Figure 1. Met1 routing (run 1).
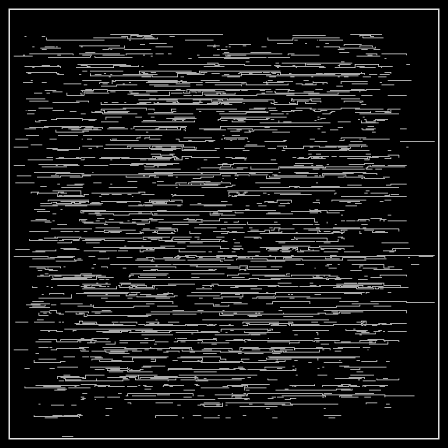
Figure 2. Met2 routing (run 1).
The bar under the picture is 50 um long.
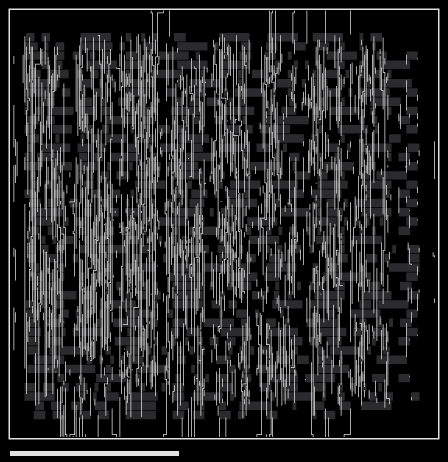
Figure 3. Signal wires on met3 (run 1).
The bar under the picture is 50 um long.
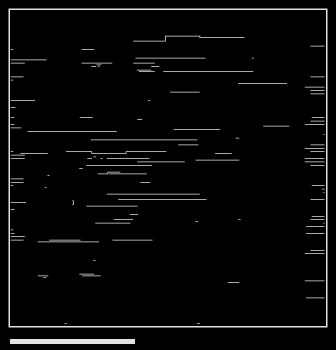
Figure 4. Signal wires on met4 (run 1).
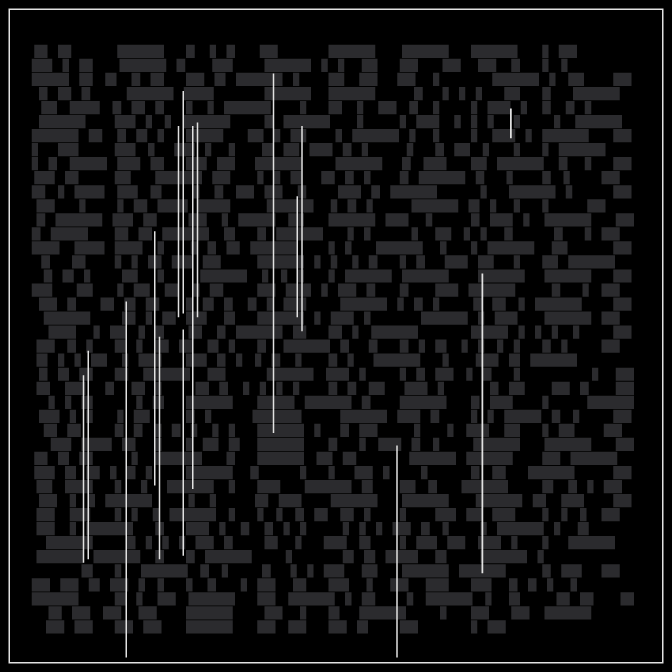
## src/rtl/rgb_pkg.sv

```systemverilog
// Shared constants for the RGB LED colour path: channel width, marker
// threshold and byte-field positions of the GRB input and GRBW output words.
package rgb_pkg;

   localparam int unsigned COLOR_BITS    = 8;
   localparam logic [31:0] MARKER_THRESH = 32'h00FF_FFFF;

   // GRB input word: {8'h00, G, R, B}
   localparam int unsigned IN_G_LSB  = 16;
   localparam int unsigned IN_R_LSB  = 8;
   localparam int unsigned IN_B_LSB  = 0;

   // GRBW output word: {G', R', B', W}
   localparam int unsigned OUT_G_LSB = 24;
   localparam int unsigned OUT_R_LSB = 16;
   localparam int unsigned OUT_B_LSB = 8;
   localparam int unsigned OUT_W_LSB = 0;

endpackage

```

## src/rtl/rgb_min3.sv

```systemverilog
// Combinational unsigned minimum of three channel values (two comparators).
module rgb_min3 #(
   parameter int unsigned W = 8
) (
   input  logic [W-1:0] i_a,
   input  logic [W-1:0] i_b,
   input  logic [W-1:0] i_c,
   output logic [W-1:0] o_min_c
);

   logic [W-1:0] w_ab;

   assign w_ab    = (i_a < i_b)  ? i_a  : i_b;
   assign o_min_c = (w_ab < i_c) ? w_ab : i_c;

endmodule

```

## src/rtl/rgb2rgbw_conv.sv

```systemverilog
// Two-stage GRB -> GRBW converter: pops the upstream FIFO, extracts
// W = min(G,R,B) and presents the result through a show-ahead interface.
module rgb2rgbw_conv
   import rgb_pkg::*;
#(
   parameter int unsigned DATA_SIZE  = 32,
   parameter int unsigned COLOR_BITS = rgb_pkg::COLOR_BITS,
   parameter int unsigned EXTRACT_W  = 1,
   parameter int unsigned CNT_BITS   = 16
) (
   input  logic                 clk,
   input  logic                 rst,
   input  logic                 in_rd_fifo_empty,
   input  logic [DATA_SIZE-1:0] in_rd_fifo_data,
   output logic                 out_rd_fifo_en,
   input  logic                 in_rd_en,
   output logic                 out_empty,
   output logic [DATA_SIZE-1:0] out_data,
   output logic                 out_stream_reset,
   output logic [CNT_BITS-1:0]  out_led_count
);

   logic                  r_s1_valid;
   logic                  r_s1_marker;
   logic [COLOR_BITS-1:0] r_s1_g;
   logic [COLOR_BITS-1:0] r_s1_r;
   logic [COLOR_BITS-1:0] r_s1_b;
   logic [COLOR_BITS-1:0] r_s1_m;

   logic                  r_s2_valid;
   logic                  r_s2_marker;
   logic [DATA_SIZE-1:0]  r_s2_data;

   logic [CNT_BITS-1:0]   r_led_count;

   logic                  w_s1_load;
   logic                  w_s2_load;
   logic                  w_out_pop;
   logic                  w_in_marker;
   logic [COLOR_BITS-1:0] w_in_g;
   logic [COLOR_BITS-1:0] w_in_r;
   logic [COLOR_BITS-1:0] w_in_b;
   logic [COLOR_BITS-1:0] w_min;
   logic [COLOR_BITS-1:0] w_m;
   logic [DATA_SIZE-1:0]  w_s2_next;

   // Flow control; pops are suppressed while reset is held
   assign w_s2_load      = r_s1_valid & (~r_s2_valid | in_rd_en);
   assign w_s1_load      = rst & ~in_rd_fifo_empty & (~r_s1_valid | w_s2_load);
   assign w_out_pop      = r_s2_valid & in_rd_en;
   assign out_rd_fifo_en = w_s1_load;

   assign w_in_marker = in_rd_fifo_data > DATA_SIZE'(MARKER_THRESH);
   assign w_in_g      = in_rd_fifo_data[IN_G_LSB +: COLOR_BITS];
   assign w_in_r      = in_rd_fifo_data[IN_R_LSB +: COLOR_BITS];
   assign w_in_b      = in_rd_fifo_data[IN_B_LSB +: COLOR_BITS];

   rgb_min3 #(.W(COLOR_BITS)) u_min3 (
      .i_a     (w_in_g),
      .i_b     (w_in_r),
      .i_c     (w_in_b),
      .o_min_c (w_min)
   );

   assign w_m = (EXTRACT_W != 0) ? w_min : '0;

   // Stage 1: latch decoded channels, marker flag and channel minimum
   always_ff @(posedge clk or negedge rst) begin
      if (!rst) begin
         r_s1_valid  <= 1'b0;
         r_s1_marker <= 1'b0;
         r_s1_g      <= '0;
         r_s1_r      <= '0;
         r_s1_b      <= '0;
         r_s1_m      <= '0;
      end else if (w_s1_load) begin
         r_s1_valid  <= 1'b1;
         r_s1_marker <= w_in_marker;
         r_s1_g      <= w_in_g;
         r_s1_r      <= w_in_r;
         r_s1_b      <= w_in_b;
         r_s1_m      <= w_m;
      end else if (w_s2_load) begin
         r_s1_valid  <= 1'b0;
      end
   end

   // m never exceeds any channel, so the subtractions cannot underflow
   always_comb begin
      w_s2_next = '0;
      if (!r_s1_marker) begin
         w_s2_next[OUT_G_LSB +: COLOR_BITS] = r_s1_g - r_s1_m;
         w_s2_next[OUT_R_LSB +: COLOR_BITS] = r_s1_r - r_s1_m;
         w_s2_next[OUT_B_LSB +: COLOR_BITS] = r_s1_b - r_s1_m;
         w_s2_next[OUT_W_LSB +: COLOR_BITS] = r_s1_m;
      end
   end

   // Stage 2: output register, reloads from S1 in the same clock it is popped
   always_ff @(posedge clk or negedge rst) begin
      if (!rst) begin
         r_s2_valid  <= 1'b0;
         r_s2_marker <= 1'b0;
         r_s2_data   <= '0;
      end else if (w_s2_load) begin
         r_s2_valid  <= 1'b1;
         r_s2_marker <= r_s1_marker;
         r_s2_data   <= w_s2_next;
      end else if (w_out_pop) begin
         r_s2_valid  <= 1'b0;
         r_s2_marker <= 1'b0;
      end
   end

   // LED words delivered since the last marker, saturating
   always_ff @(posedge clk or negedge rst) begin
      if (!rst) begin
         r_led_count <= '0;
      end else if (w_out_pop) begin
         if (r_s2_marker) begin
            r_led_count <= '0;
         end else if (r_led_count != {CNT_BITS{1'b1}}) begin
            r_led_count <= r_led_count + CNT_BITS'(1);
         end
      end
   end

   assign out_empty        = ~r_s2_valid;
   assign out_data         = r_s2_data;
   assign out_stream_reset = r_s2_marker;
   assign out_led_count    = r_led_count;

endmodule

```

## config.mk

```make
export PLATFORM = sky130hd
export DESIGN_NAME = rgb2rgbw_conv
export DESIGN_NICKNAME = d
export VERILOG_FILES = /design/src/rtl/rgb_pkg.sv /design/src/rtl/rgb_min3.sv /design/src/rtl/rgb2rgbw_conv.sv
export SDC_FILE = /design/constraint.sdc
export NUM_CORES = 1
export LEC_CHECK = 0
export ABC_AREA = 1
export CAP_MARGIN = 20
export CELL_PAD_IN_SITES_DETAIL_PLACEMENT = 2
export CELL_PAD_IN_SITES_GLOBAL_PLACEMENT = 2
export CORE_MARGIN = 4
export CORE_UTILIZATION = 34
export CTS_BUF_LIST = sky130_fd_sc_hd__clkbuf_8 sky130_fd_sc_hd__clkbuf_16
export DETAILED_ROUTE_END_ITERATION = 6
export PLACE_DENSITY_LB_ADDON = 0.05
export SETUP_SLACK_MARGIN = 0.5
export SYNTH_ARGS = -nofsm -noshare
export SYNTH_HDL_FRONTEND = slang
export SYNTH_SLANG_ARGS = --single-unit
```

## constraint.sdc

```tcl
create_clock -name clk -period 3.1 [get_ports clk]
set_clock_uncertainty 0.1 [all_clocks]
set_input_delay 0.62 -clock clk [delete_from_list [all_inputs] [get_ports clk]]
set_output_delay 0.62 -clock clk [all_outputs]
set_load 0.05 [all_outputs]
```

==> metrics.cfg, run 1 <==
[power_and_ir_drop]
ir_drop_mv = 0.290
p_switching_mw = 1.49
power-top-group = combinational logic
p_int_mw = 2.32
pwr-share-clk_pct = 25.4
design_power_total_mw = 3.82
p_clk_mw = 0.971

[timing]
worstMarginPinSlew_ns = 0.752
max_clock_freq_ghz = 0.342
slew_headroom_pct = 49.9
setup_slack_ns = 0.177
period_minus_slack_ns = 2.92

[critical_path]
reg2reg_setup_slack_ns = 0.66
worstSetupEndpoint = r_s1_m[2]
slowest_stage = ha_1
critPathRequiredTime_ns = 3.22
crit_path_start_kind = primary input
startpoint = in_rd_fifo_data[10]
critPathMostFrequentCell = nand2_1
cp.buffers_inverters = 5
critPathMaxFanout = 8

[synthesis]
synthArstFlopShare_pct = 100
xor_area_share_pct = 1.66
ys_sh_simple_pct = 22.1
syn_area_um2 = 4760
yosysWarnings = 0
yosys.area.top_type_share_pct = 44.1
synth_adder_area_share_pct = 10.7
ys_ff = 84
yosys.area.top_type = dfrtp_1
aoi_share_pct = 13.4
floorplan.nets = 646

[clocking]
cts.clk_slew.worst_paths_ns = 0.06
clock-sinks = 84
cts_max_level = 3
ctsHoldBuffers = 0

[flow_run]
warnings = 28

[finish]
lay_top_count = nand2_1
flops = 84
inv_count = 85
n_fill_cell = 1440
buffer_area_share_pct = 18.2
n_all_buffers = 138
syn_to_final_growth_pct = 44.6
clkCellAreaFrac_pct = 3.58
n_antenna_cell = 0
clock_buffers = 10

[route]
maxUsedRoutingLayer = met4
wl_met3_um = 900
wire_per_inst_um = 22.6

[global_route]
grt_most_used_layer = met2
antenna_found_initial = 0
first_global_vias = 4993
grt_use_met1_pct = 28.5

[die]
coreArea_um2 = 13500
die_width_um = 126
io_pins = 87
taps = 176
core_util_floorplan_pct = 35.4
die-area_um2 = 16000

[outcome]
outcome = complete, no violations

[placed_design]
gp_congestion = 0.809
pre_cts_slack_ns = -0.482
dpl-instance-area_um2 = 6120
hpwl_um = 12000

## Picture notes: Figure 1
main direction: horizontal
longest straight run: 55.7 um
nets with wire on the layer: 721
final WL: 19900 um
routed vias: 4635

## Picture notes: Figure 2
longest straight run: 61.5 um
nets with wire on the layer: 734
wire length on this layer: 10100 um
main direction: vertical
grt met2 use: 38.2%

## Picture notes: Figure 3
nets with wire on the layer: 87
longest straight run: 42.3 um
share of all routed wire: 4.5%
M3 GR Usage: 3.24%

## Picture notes: Figure 4
wire length on this layer: 703 um
main direction: vertical
nets with wire on the layer: 14
share of all routed wire: 3.5%

==> run 1 -> run 2 <==
--- a/config.mk
+++ b/config.mk
@@ -10,10 +10,10 @@
 export CELL_PAD_IN_SITES_DETAIL_PLACEMENT = 2
 export CELL_PAD_IN_SITES_GLOBAL_PLACEMENT = 2
 export CORE_MARGIN = 4
-export CORE_UTILIZATION = 34
+export CORE_UTILIZATION = 31
 export CTS_BUF_LIST = sky130_fd_sc_hd__clkbuf_8 sky130_fd_sc_hd__clkbuf_16
 export DETAILED_ROUTE_END_ITERATION = 6
-export PLACE_DENSITY_LB_ADDON = 0.05
+export PLACE_DENSITY = 0.83
 export SETUP_SLACK_MARGIN = 0.5
 export SYNTH_ARGS = -nofsm -noshare
 export SYNTH_HDL_FRONTEND = slang
==> constraint.sdc (replaced) <==
create_clock -name clk -period 2.7 [get_ports clk]
set_clock_uncertainty 0.1 [all_clocks]
set_input_delay 0.54 -clock clk [delete_from_list [all_inputs] [get_ports clk]]
set_output_delay 0.54 -clock clk [all_outputs]
set_load 0.05 [all_outputs]
==> metrics.cfg, run 2 <==
[critical_path]
cp.buffers_inverters = 4  ; was 5
crit_path_start_kind = primary input  ; unchanged
reg2reg_setup_slack_ns = 0.20  ; was 0.66 ns
critPathMaxFanout = 8  ; unchanged
worstSetupEndpoint = r_s1_m[1]  ; was r_s1_m[2]
startpoint = in_rd_fifo_data[18]  ; was in_rd_fifo_data[10]
critPathMostFrequentCell = nand2_2  ; was nand2_1
slowest_stage = ha_1  ; unchanged

[synthesis]
floorplan.nets = 646  ; unchanged
ys_sh_simple_pct = 22.1  ; unchanged
ys_ff = 84  ; unchanged
synthArstFlopShare_pct = 100  ; unchanged
aoi_share_pct = 13.4  ; unchanged
ys.flop_type = dfrtp_1  ; unchanged
xor_area_share_pct = 1.66  ; unchanged
synthTopCellsByCount = nand2_1, dfrtp_1, inv_1, o21ai_0, ha_1  ; unchanged
yosysWarnings = 0  ; unchanged
syn_area_um2 = 4760  ; unchanged
yosys.area.top_type = dfrtp_1  ; unchanged
yosys.area.top_type_share_pct = 44.1  ; unchanged

[power_and_ir_drop]
design_power_total_mw = 5.67  ; was 3.82 mW
p_clk_mw = 1.40  ; was 0.971 mW
power-top-group = combinational logic  ; unchanged
ir_drop_mv = 0.397  ; was 0.290 mV
p_int_mw = 3.34  ; was 2.32 mW
p_switching_mw = 2.33  ; was 1.49 mW

[die]
coreArea_um2 = 15100  ; was 13500 um^2
die_width_um = 132  ; was 126 um
taps = 188  ; was 176
io_pins = 87  ; unchanged
die-area_um2 = 17400  ; was 16000 um^2
core_util_floorplan_pct = 31.4  ; was 35.4%

[timing]
slew_headroom_pct = 60.4  ; was 49.9%
max_clock_freq_ghz = 0.391
period_minus_slack_ns = 2.56
setup_tns_ns = 0  ; unchanged
setup_slack_ns = 0.139  ; was 0.177 ns

[outcome]
outcome = complete, no violations  ; unchanged

[finish]
n_all_buffers = 193  ; was 138
clkCellAreaFrac_pct = 3.88  ; was 3.58%
inv_count = 85  ; unchanged
buffer_area_share_pct = 22.9  ; was 18.2%
n_fill_cell = 1567  ; was 1440
clock_buffers = 9  ; was 10
flops = 84  ; unchanged
n_antenna_cell = 0  ; unchanged
final_cell_mix = nand2_1, buf_4, dfrtp_1  ; was nand2_1, dfrtp_1, inv_1
syn_to_final_growth_pct = 65.8  ; was 44.6%

[route]
maxUsedRoutingLayer = met4  ; unchanged
wire_per_inst_um = 27.6  ; was 22.6 um
wl_met3_um = 1030  ; was 900 um

[global_route]
grt_use_met1_pct = 31.0  ; was 28.5%
use_met3_pct = 3.66  ; was 3.24%
first_global_vias = 5807  ; was 4993
grt_most_used_layer = met2  ; unchanged
antenna_found_initial = 0  ; unchanged

[clocking]
clock-sinks = 84  ; unchanged
ctsHoldBuffers = 0  ; unchanged
post-cts-setup-buffers = 55  ; was 5
cts.clk_slew.worst_paths_ns = 0.08  ; was 0.06 ns
cts_max_level = 3  ; unchanged

[placed_design]
hpwl_um = 12000  ; about the same
gp_congestion = 0.774  ; was 0.809
dpl-instance-area_um2 = 6150  ; was 6120 um^2
pre_cts_slack_ns = -0.760  ; was -0.482 ns

[flow_run]
warnings = 29  ; was 28

Figure 5. Signal wires on met4 (run 2).
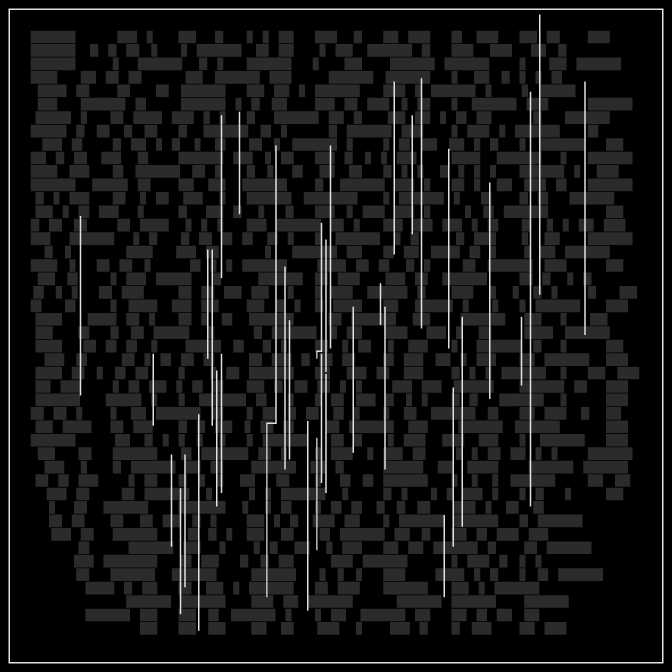
share of all routed wire: 4.8%
wire length on this layer: 1250 um
nets with wire on the layer: 33
main direction: vertical
routed vias: 5158
final WL: 26400 um

No activity file was given, so power comes from the tool's default toggle rates.
